[src/rtl/booth_prod_accum.sv]
// Frame accumulator behind the Booth multiplier: sums N signed products with saturation
// and hands each frame sum downstream over a valid/ready handshake.
module booth_prod_accum #(
  parameter int unsigned PW = 8,
  parameter int unsigned AW = 16,
  parameter int unsigned N  = 4,
  localparam int unsigned CW = $clog2(N + 1)
) (
  input  logic          clk,
  input  logic          rst,
  input  logic          clr,
  input  logic [PW-1:0] prod,
  input  logic          prod_valid,
  output logic          prod_ready,
  output logic [AW-1:0] sum,
  output logic          sum_valid,
  input  logic          sum_ready,
  output logic          ovf,
  output logic [CW-1:0] cnt
);

  typedef enum logic {StAcc, StDone} state_e;

  state_e        state_q;
  logic [AW-1:0] acc_q;
  logic [CW-1:0] cnt_q;
  logic          ovf_q;
  logic          sum_valid_q;

  logic [AW:0]   sum_wide;
  logic [AW-1:0] acc_sat;
  logic          sat_hit;
  logic [CW-1:0] cnt_inc;
  logic          last;
  logic          accept;

  // One guard bit above AW is enough to detect overflow of a single add.
  assign sum_wide = {acc_q[AW-1], acc_q} + {{(AW + 1 - PW){prod[PW-1]}}, prod};

  always_comb begin
    acc_sat = sum_wide[AW-1:0];
    sat_hit = 1'b0;
    if (sum_wide[AW] != sum_wide[AW-1]) begin
      sat_hit = 1'b1;
      acc_sat = sum_wide[AW] ? {1'b1, {(AW - 1){1'b0}}} : {1'b0, {(AW - 1){1'b1}}};
    end
  end

  assign prod_ready = (state_q == StAcc) && !clr;
  assign accept     = prod_valid && prod_ready;
  assign cnt_inc    = cnt_q + 1'b1;
  assign last       = (cnt_inc == CW'(N));

  always_ff @(posedge clk) begin
    if (rst || clr) begin
      state_q     <= StAcc;
      acc_q       <= '0;
      cnt_q       <= '0;
      ovf_q       <= 1'b0;
      sum_valid_q <= 1'b0;
    end else begin
      unique case (state_q)
        StAcc: begin
          if (accept) begin
            acc_q <= acc_sat;
            ovf_q <= ovf_q | sat_hit;
            cnt_q <= cnt_inc;
            if (last) begin
              state_q     <= StDone;
              sum_valid_q <= 1'b1;
            end
          end
        end
        StDone: begin
          if (sum_ready) begin
            state_q     <= StAcc;
            acc_q       <= '0;
            cnt_q       <= '0;
            ovf_q       <= 1'b0;
            sum_valid_q <= 1'b0;
          end
        end
        default: state_q <= StAcc;
      endcase
    end
  end

  // acc_q is frozen in StDone, so it doubles as the stable frame sum.
  assign sum       = acc_q;
  assign sum_valid = sum_valid_q;
  assign ovf       = ovf_q;
  assign cnt       = cnt_q;

endmodule

[config.mk]
export PLATFORM = sky130hd
export DESIGN_NAME = booth_prod_accum
export DESIGN_NICKNAME = d
export VERILOG_FILES = /design/src/rtl/booth_prod_accum.sv
export SDC_FILE = /design/constraint.sdc
export NUM_CORES = 1
export LEC_CHECK = 0
export CAP_MARGIN = 20
export CORE_MARGIN = 1
export CORE_UTILIZATION = 47
export DETAILED_ROUTE_END_ITERATION = 16
export PLACE_DENSITY = 0.75
export SYNTH_ARGS = -nofsm -noshare
export SYNTH_HDL_FRONTEND = slang
export SYNTH_SLANG_ARGS = --single-unit
[constraint.sdc]
create_clock -name clk -period 3.1 [get_ports clk]
set_clock_uncertainty 0.15 [all_clocks]
set_input_delay 0.775 -clock clk [delete_from_list [all_inputs] [get_ports clk]]
set_output_delay 0.775 -clock clk [all_outputs]
set_load 0.01 [all_outputs]
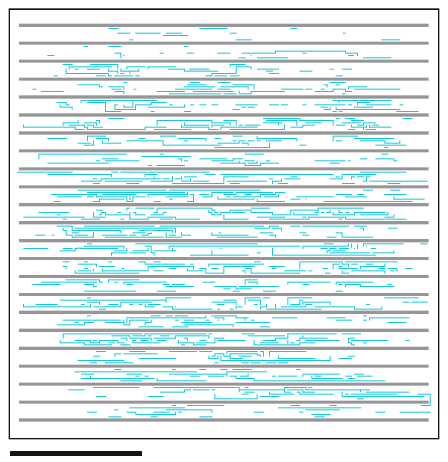
Figure 1: run 1, met1 routing.
Bar = 20 um. Supply wires on this layer in grey.
The layer holds 43% of the routed length. The layer carries 2340 um of wire.

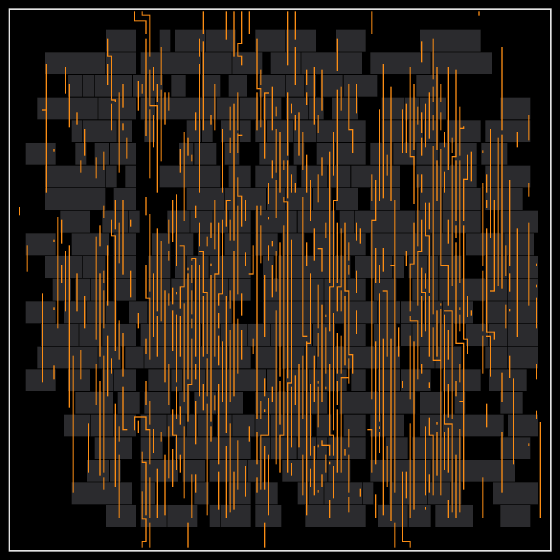
Figure 2: run 1, M2 wires.
306 nets have wire on it. The layer carries 2690 um of wire.

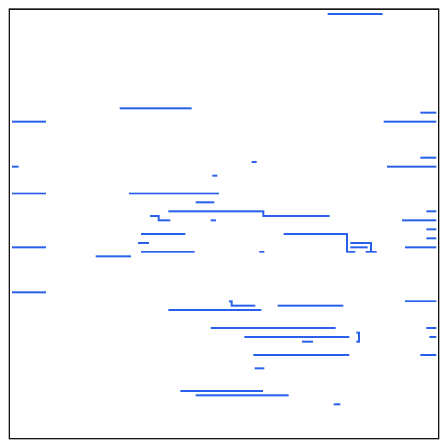
Figure 3: run 1, M3 wires.
The longest straight run is 18.6 um. The layer holds 5.1% of the routed length. The wires run mostly horizontal.

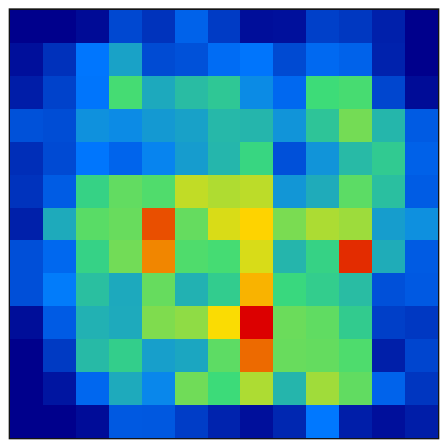
Figure 4: run 1, signal metal coverage by tile.
13 x 13 tiles, from dark blue (low) to red (high), scaled to the fullest tile. Values are wire area over tile area, all layers added.
25% of the tiles are over half the peak. The mean over all tiles is 0.20. The fullest tile reaches 0.62. The densest ninth of the die: middle. 4.7% of the tiles are nearly empty.

==> run 1: critical path: stages <==
cell	delay, ps
sky130_fd_sc_hd__clkdlybuf4s50_1	410
sky130_fd_sc_hd__ha_2	200
sky130_fd_sc_hd__a21o_1	210
sky130_fd_sc_hd__a41o_1	250
sky130_fd_sc_hd__a311o_2	370
sky130_fd_sc_hd__o21ba_4	250
sky130_fd_sc_hd__nor3_4	290
sky130_fd_sc_hd__clkbuf_16	210
sky130_fd_sc_hd__o211ai_2	90
==> run 1: stage by stage <==
stage          cells  setup slack (ps)  TNS, ps
6_report         363              47.5        0
2_1_floorplan    222              47.6        0
3_5_place_dp     353              -640    -9020
4_1_cts          357              6.56        0
3_3_place_gp     353              -564    -8830
5_1_grt          363             -31.5     -176
==> run 1: cell type report <==
class,instances,area (um^2)
Fill cell,254,860
Sequential cell,22,440
Inverter,3,11.3
Timing Repair Buffer,98,862
Clock buffer,4,55.1
Tap cell,48,60.1
Multi-Input combinational cell,188,1430
==> run 1: worst paths after layout <==
kind | start | to | slack (ps) | depth (start not counted)
worst max-delay path | prod[5] | sum[4] | 50 | 9
worst min-delay path | sum_valid | sum_valid | 310 | 2
worst max register to register | sum[13] | sum[4] | 450 | 9
worst min register to register | sum_valid | sum_valid | 310 | 2
==> run 1: cells in the mapped netlist, drive strengths merged (4+ instances only) <==
cell type  instances  share of area (%)
nand2             30                6.1
dfxtp             22                 24
a21oi             20                5.6
ha                18                 12
o211ai            14                7.0
nor2              11                2.2
o21ai             11                3.2
a21o               8                3.2
xor2               8                3.8
clkbuf             6                1.2
nand3              6                1.9
or3                6                2.3
a2111oi            4                2.9
a22oi              4                1.6
and3               4                1.3
nand2b             4                1.3
or2                4                1.3
xnor2              4                1.9
==> run 1: power groups by stage <==
| stage | Combinational [uW] | Clock [uW] | Sequential [uW] |
|---|---|---|---|
| floorplan | 133 | 0 | 311 |
| global placement | 260 | 0 | 308 |
| detailed placement | 266 | 0 | 308 |
| CTS | 277 | 217 | 302 |
| global route | 315 | 226 | 304 |
| finish | 291 | 216 | 302 |
==> run 1: flip-flops by register name (all words and copies together), names as in the netlist <==
signal and cells:
sum_valid 1, ovf 1, sum 16, state_q 1, cnt 3
==> run 1: logic make-up after synthesis <==
| group | Yosys count |
|---|---|
| compound gates | 80 |
| simple gates | 76 |
| flops | 22 |
| fa+ha+maj | 19 |
| xor+xnor | 12 |
| buf+inv | 12 |
| mux | 1 |
==> run 1: what timing repair did <==
action,in CTS,in global routing
pin swaps,6,11
resized,13,10
gates cloned,0,1
setup endpoints to repair,16,15
setup buffers,1,5
==> run 1: metal layers <==
layer | share of wire, % | wire [um] | up-vias | GRT usage [%]
met1 | 43 | 2340 | 962 | 32.0
met5 | 0 | 0 | - | 0
met3 | 5.1 | 273 | 11 | 2.99
li1 | - | - | 1018 | -
met4 | 1.9 | 101 | 0 | 7.78
met2 | 50 | 2690 | 69 | 46.7
==> GITHUB_STEP_SUMMARY, run 1 <==
## Synthesis and layout report

| Metric | Value |
|---|---|
| Init Core Util | 50.0% |
| XOR Share, Synth | 5.66% |
| Count of distinct cell types in the synthesized netlist | 48 |
| Setup crit end kind | register |
| Register bit total from synthesis | 22 |
| Antenna-violating nets left | 0 |
| Clock slew seen by the registers of the worst setup and hold paths | 90 ps |
| Sw frac | 30.4% |
| H-tree Lvls | 1 |
| Syn_area_per_cell | 8.37 um^2 |
| Core area | 0.00372 mm^2 |
| Post-detailed-placement half-perimeter wirelength | 3970 um |
| Warnings from Yosys | 0 |
| Sequential area share after synthesis | 23.7% |
| Post-synth ARST share | 0% |
| Final core occ | 76.9% |
| Net Sw Power | 246 uW |
| Cell at the root of the clock tree | sky130_fd_sc_hd__clkbuf_8 |
| Average wire per standard cell | 14.9 um |
| Count of flip-flops with a built-in enable after synthesis | 0 |
| Hold WC Path Type | register to register |
| CTS sink count | 22 |
| Worst Max-Slew Pin Slew | 454 ps |
| Part of the total power dissipated in the clock network | 26.7% |
| Shortest clock period the worst path allows after layout | 3050 ps |
| Number of optimization iterations in the first detailed-route pass | 4 |
| Clock buffer count from CTS | 3 |
| Syn Inst Count | 222 |
| Overall Power | 808 uW |
| Remaining max-slew budget at the tightest pin | 69.3% |
| Top logic cells by instance count in the layout | sky130_fd_sc_hd__buf_4 (61), sky130_fd_sc_hd__nand2_1 (30), sky130_fd_sc_hd__clkdlybuf4s50_1 (30) |
| YS chip area | 0.00186 mm^2 |
| CTS tree | built |
| Largest voltage drop on the vdd net | 153 uV |
| Post-Syn Nets | 254 |
| Final tally of setup violations | 0 |
| Final Max-Slew Violation Tally | 0 |
| Number of primary I/O pins | 35 |
| Diode count | 0 |
| Clock insertion delay at the later pin of the skew report | 270 ps |
| Rows | 22 |
| Vertical extent of the die | 64.9 um |
| Largest net degree at the start of global routing | 17 |
| Area of all placed cells without fillers | 0.00286 mm^2 |
| Quantity of I/O buffers inserted on ports | 34 |
| Wire length after detailed routing | 5400 um |
| Dominant logic cell type in the layout | sky130_fd_sc_hd__buf_4 |
| Number of hold violations in the final report | 0 |
| Maximum fanout along the worst path | 6 |
| Internal Dissipation | 563 uW |
| Fraction of the mapped netlist area in adder cells | 13.2% |
| Hold Worst Slack | 308 ps |
| Number of antenna violations at the first check in global routing | 0 |
| Count of routing violations after the opening detailed-route iteration | 122 |
| Overflow left after global routing | 0 |
| Total Die Area | 0.00421 mm^2 |
| All-Layer GR Usage | 26.0% |
| Fraction of power consumed by sequential logic | 37.3% |
| DP Area | 0.00266 mm^2 |
| Area fraction in compound gates | 31.9% |
| Fraction of the mapped netlist area in simple logic gates | 21.3% |
| Leading register cell type out of synthesis | sky130_fd_sc_hd__dfxtp_1 |
| Layout Area Growth over Synthesis | 53.7% |
| CP startpoint kind | input port |
| Critical path type | input port to register |
| Final routed DRC violation total | 0 |
| Portion of total power attributed to combinational logic | 35.9% |
| Outcome | finished clean |
| Horizontal die dimension | 64.9 um |
| Final GP Congestion | 0.902 |
| Number of max-capacitance violations reported | 0 |
| Number of nets in the layout | 348 |
| Post-synthesis cell area | 0.00186 mm^2 |
| First-pass GRT wire length | 8580 um |
| Log Warnings | 27 |
| Vias in the first global route | 1977 |
| Critical Path AT | 3060 ps |
| Layout cells sized above 1 | 30.5% |
Figure 5. Track usage over the die (run 1).
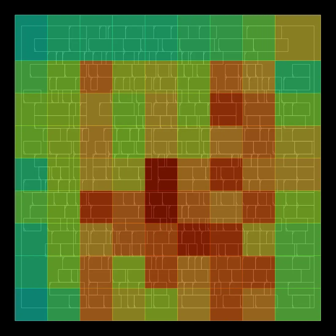

==> inputs of run 2 (changes only) <==
GPL_TIMING_DRIVEN = 0   (was not set)
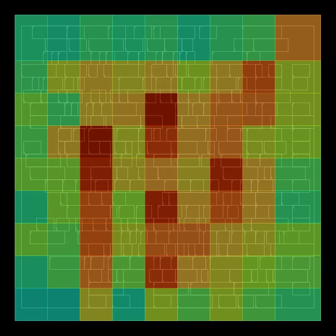
Figure 6: run 2, track usage over the die.
average wire per standard cell: 15.1 um
global-route track usage on met3: 2.99%

==> run 2 against run 1 <==
Worst hold slack better by 4.1 ps. Sequential share of layout area is 1.6 points higher. Synthesized area stayed put. Sequential power hardly changed. Register-to-register slack better by 20 ps. Largest power group unchanged. Highest routed layer unchanged.
==> GITHUB_STEP_SUMMARY, run 2 <==
## Synthesis and layout report

| Metric | Value |
|---|---|
| Outcome | finished clean |
| YS chip area | 0.00186 mm^2 |
| Setup WS pre-CTS | -801 ps |
| Final Max-Slew Violation Tally | 0 |
| H-tree Lvls | 1 |
| Layout cells sized above 1 | 20.7% |
| Count of distinct cell types in the synthesized netlist | 48 |
| Shortest clock period the worst path allows after layout | 3040 ps |
| Rows | 22 |
| Post-synth ARST share | 0% |
| Final GP Congestion | 0.889 |
| Critical path type | input port to register |
| Final routed DRC violation total | 0 |
| CTS sink count | 22 |
| Number of primary I/O pins | 35 |
| Syn_area_per_cell | 8.37 um^2 |
| Area of all placed cells without fillers | 0.00259 mm^2 |
| Final tally of setup violations | 0 |
| Endpoint with the worst hold slack | sum_valid |
| Init Core Util | 50.0% |
| Count of routing violations after the opening detailed-route iteration | 98 |
| Post-Syn Nets | 254 |
| Top logic cells by instance count in the layout | sky130_fd_sc_hd__nand2_1 (30), sky130_fd_sc_hd__clkdlybuf4s50_1 (30), sky130_fd_sc_hd__dfxtp_1 (22) |
| Register bit total from synthesis | 22 |
| Antenna-violating nets left | 0 |
| Critical Path AT | 3040 ps |
| Wire length after detailed routing | 4810 um |
| All-Layer GR Usage | 23.7% |
| Post-detailed-placement half-perimeter wirelength | 3190 um |
| Count of flip-flops with a built-in enable after synthesis | 0 |
| Largest net degree at the start of global routing | 14 |
| Largest voltage drop on the vdd net | 223 uV |
| Setup crit end kind | register |
| First-pass GRT wire length | 7780 um |
| Setup crit start | prod[7] |
| Vertical extent of the die | 64.9 um |
| Cell total after placement | 304 |
| Worst Max-Slew Pin Slew | 592 ps |
| Hold Startpoint | sum_valid |
| PnR worst setup slack | 64.6 ps |
| Leading register cell type out of synthesis | sky130_fd_sc_hd__dfxtp_1 |
| CP startpoint kind | input port |
| DP Area | 0.00226 mm^2 |
| Syn Inst Count | 222 |
| Most numerous cell types in the synthesized netlist | sky130_fd_sc_hd__nand2_1 (30), sky130_fd_sc_hd__dfxtp_1 (22), sky130_fd_sc_hd__a21oi_1 (19) |
| Cell at the root of the clock tree | sky130_fd_sc_hd__clkbuf_8 |
==> run 2: cell count changes in the layout (fill, tap and decap cells not counted), sizes merged <==
cell / change
clkbuf: +4
bufinv: +1
dlygate4sd2: +1
buf: -49
dlymetal6s2s: -1
==> run 2: cells by family (layout without fill, tap and decap cells) <==
| logic type | after synthesis | in the layout |
|---|---|---|
| AND-OR/OR-AND | 80 | 80 |
| XOR/XNOR | 12 | 12 |
| adder cells (fa/ha/maj) | 19 | 19 |
| buffers and inverters | 12 | 61 |
| flip-flops | 22 | 22 |
| multiplexers | 1 | 1 |
| AND/OR/NAND/NOR | 76 | 76 |
==> run 2: metrics by stage <==
| stage | hold WS, ps | total power, uW |
|---|---|---|
| after floorplan | 329 | 445 |
| after global placement | 296 | 509 |
| after detailed placement | 300 | 510 |
| after CTS | 313 | 819 |
| after global routing | 355 | 860 |
| final | 313 | 823 |
==> run 2: worst max-delay path by stage <==
stage,end,slack (ps),cells past startpoint
2_1_floorplan,sum[14],50,8
6_report,sum[10],60,10
5_1_grt,sum[14],-4,10
4_1_cts,sum[13],30,11
3_5_place_dp,sum[14],-800,9
3_3_place_gp,sum[14],-810,9
==> run 2: critical path, cell delays in order <==
cell	delay [ps]
sky130_fd_sc_hd__clkbuf_4	200
sky130_fd_sc_hd__ha_1	360
sky130_fd_sc_hd__and3_1	250
sky130_fd_sc_hd__a41o_1	240
sky130_fd_sc_hd__a311o_2	360
sky130_fd_sc_hd__or3_4	420
sky130_fd_sc_hd__nand3_4	120
sky130_fd_sc_hd__buf_12	120
sky130_fd_sc_hd__buf_8	100
sky130_fd_sc_hd__o211ai_1	80
==> run 2: repair_timing <==
| action | CTS | global route |
|---|---|---|
| gates cloned | 1 | 0 |
| setup endpoints to repair | 16 | 15 |
| gates resized | 28 | 10 |
| buffers inserted | 12 | 0 |
| hold buffers | 0 | 0 |
| pin swaps | 16 | 5 |
==> run 2: layout make-up <==
cell class                      instances  area [um^2]  area share (%)
Clock buffer                            3         41.3            1.59
Tap cell                               48         60.1            2.32
Multi-Input combinational cell        188         1500            57.7
Inverter                                3         11.3           0.435
Clock inverter                          1         30.0            1.16
Sequential cell                        22          440            17.0
Buffer                                  7         45.0            1.74
Timing Repair Buffer                   47          468            18.1
==> run 2: power breakdown <==
group,switching (uW),leakage (uW),internal (uW)
logic,123,0.000843,121
registers,10.0,0.000178,293
clock network,104,0.0000357,173
total,237,0.00106,586
==> run 2: metal layers <==
metal	track usage [%]	part of all wire (%)	vias to the layer above
met1	30.3	47	855
met5	0	0	-
met2	40.8	47	46
met3	2.99	3.6	10
met4	7.78	1.6	0
li1	-	-	926
No activity file was given, so power comes from the tool's default toggle rates.
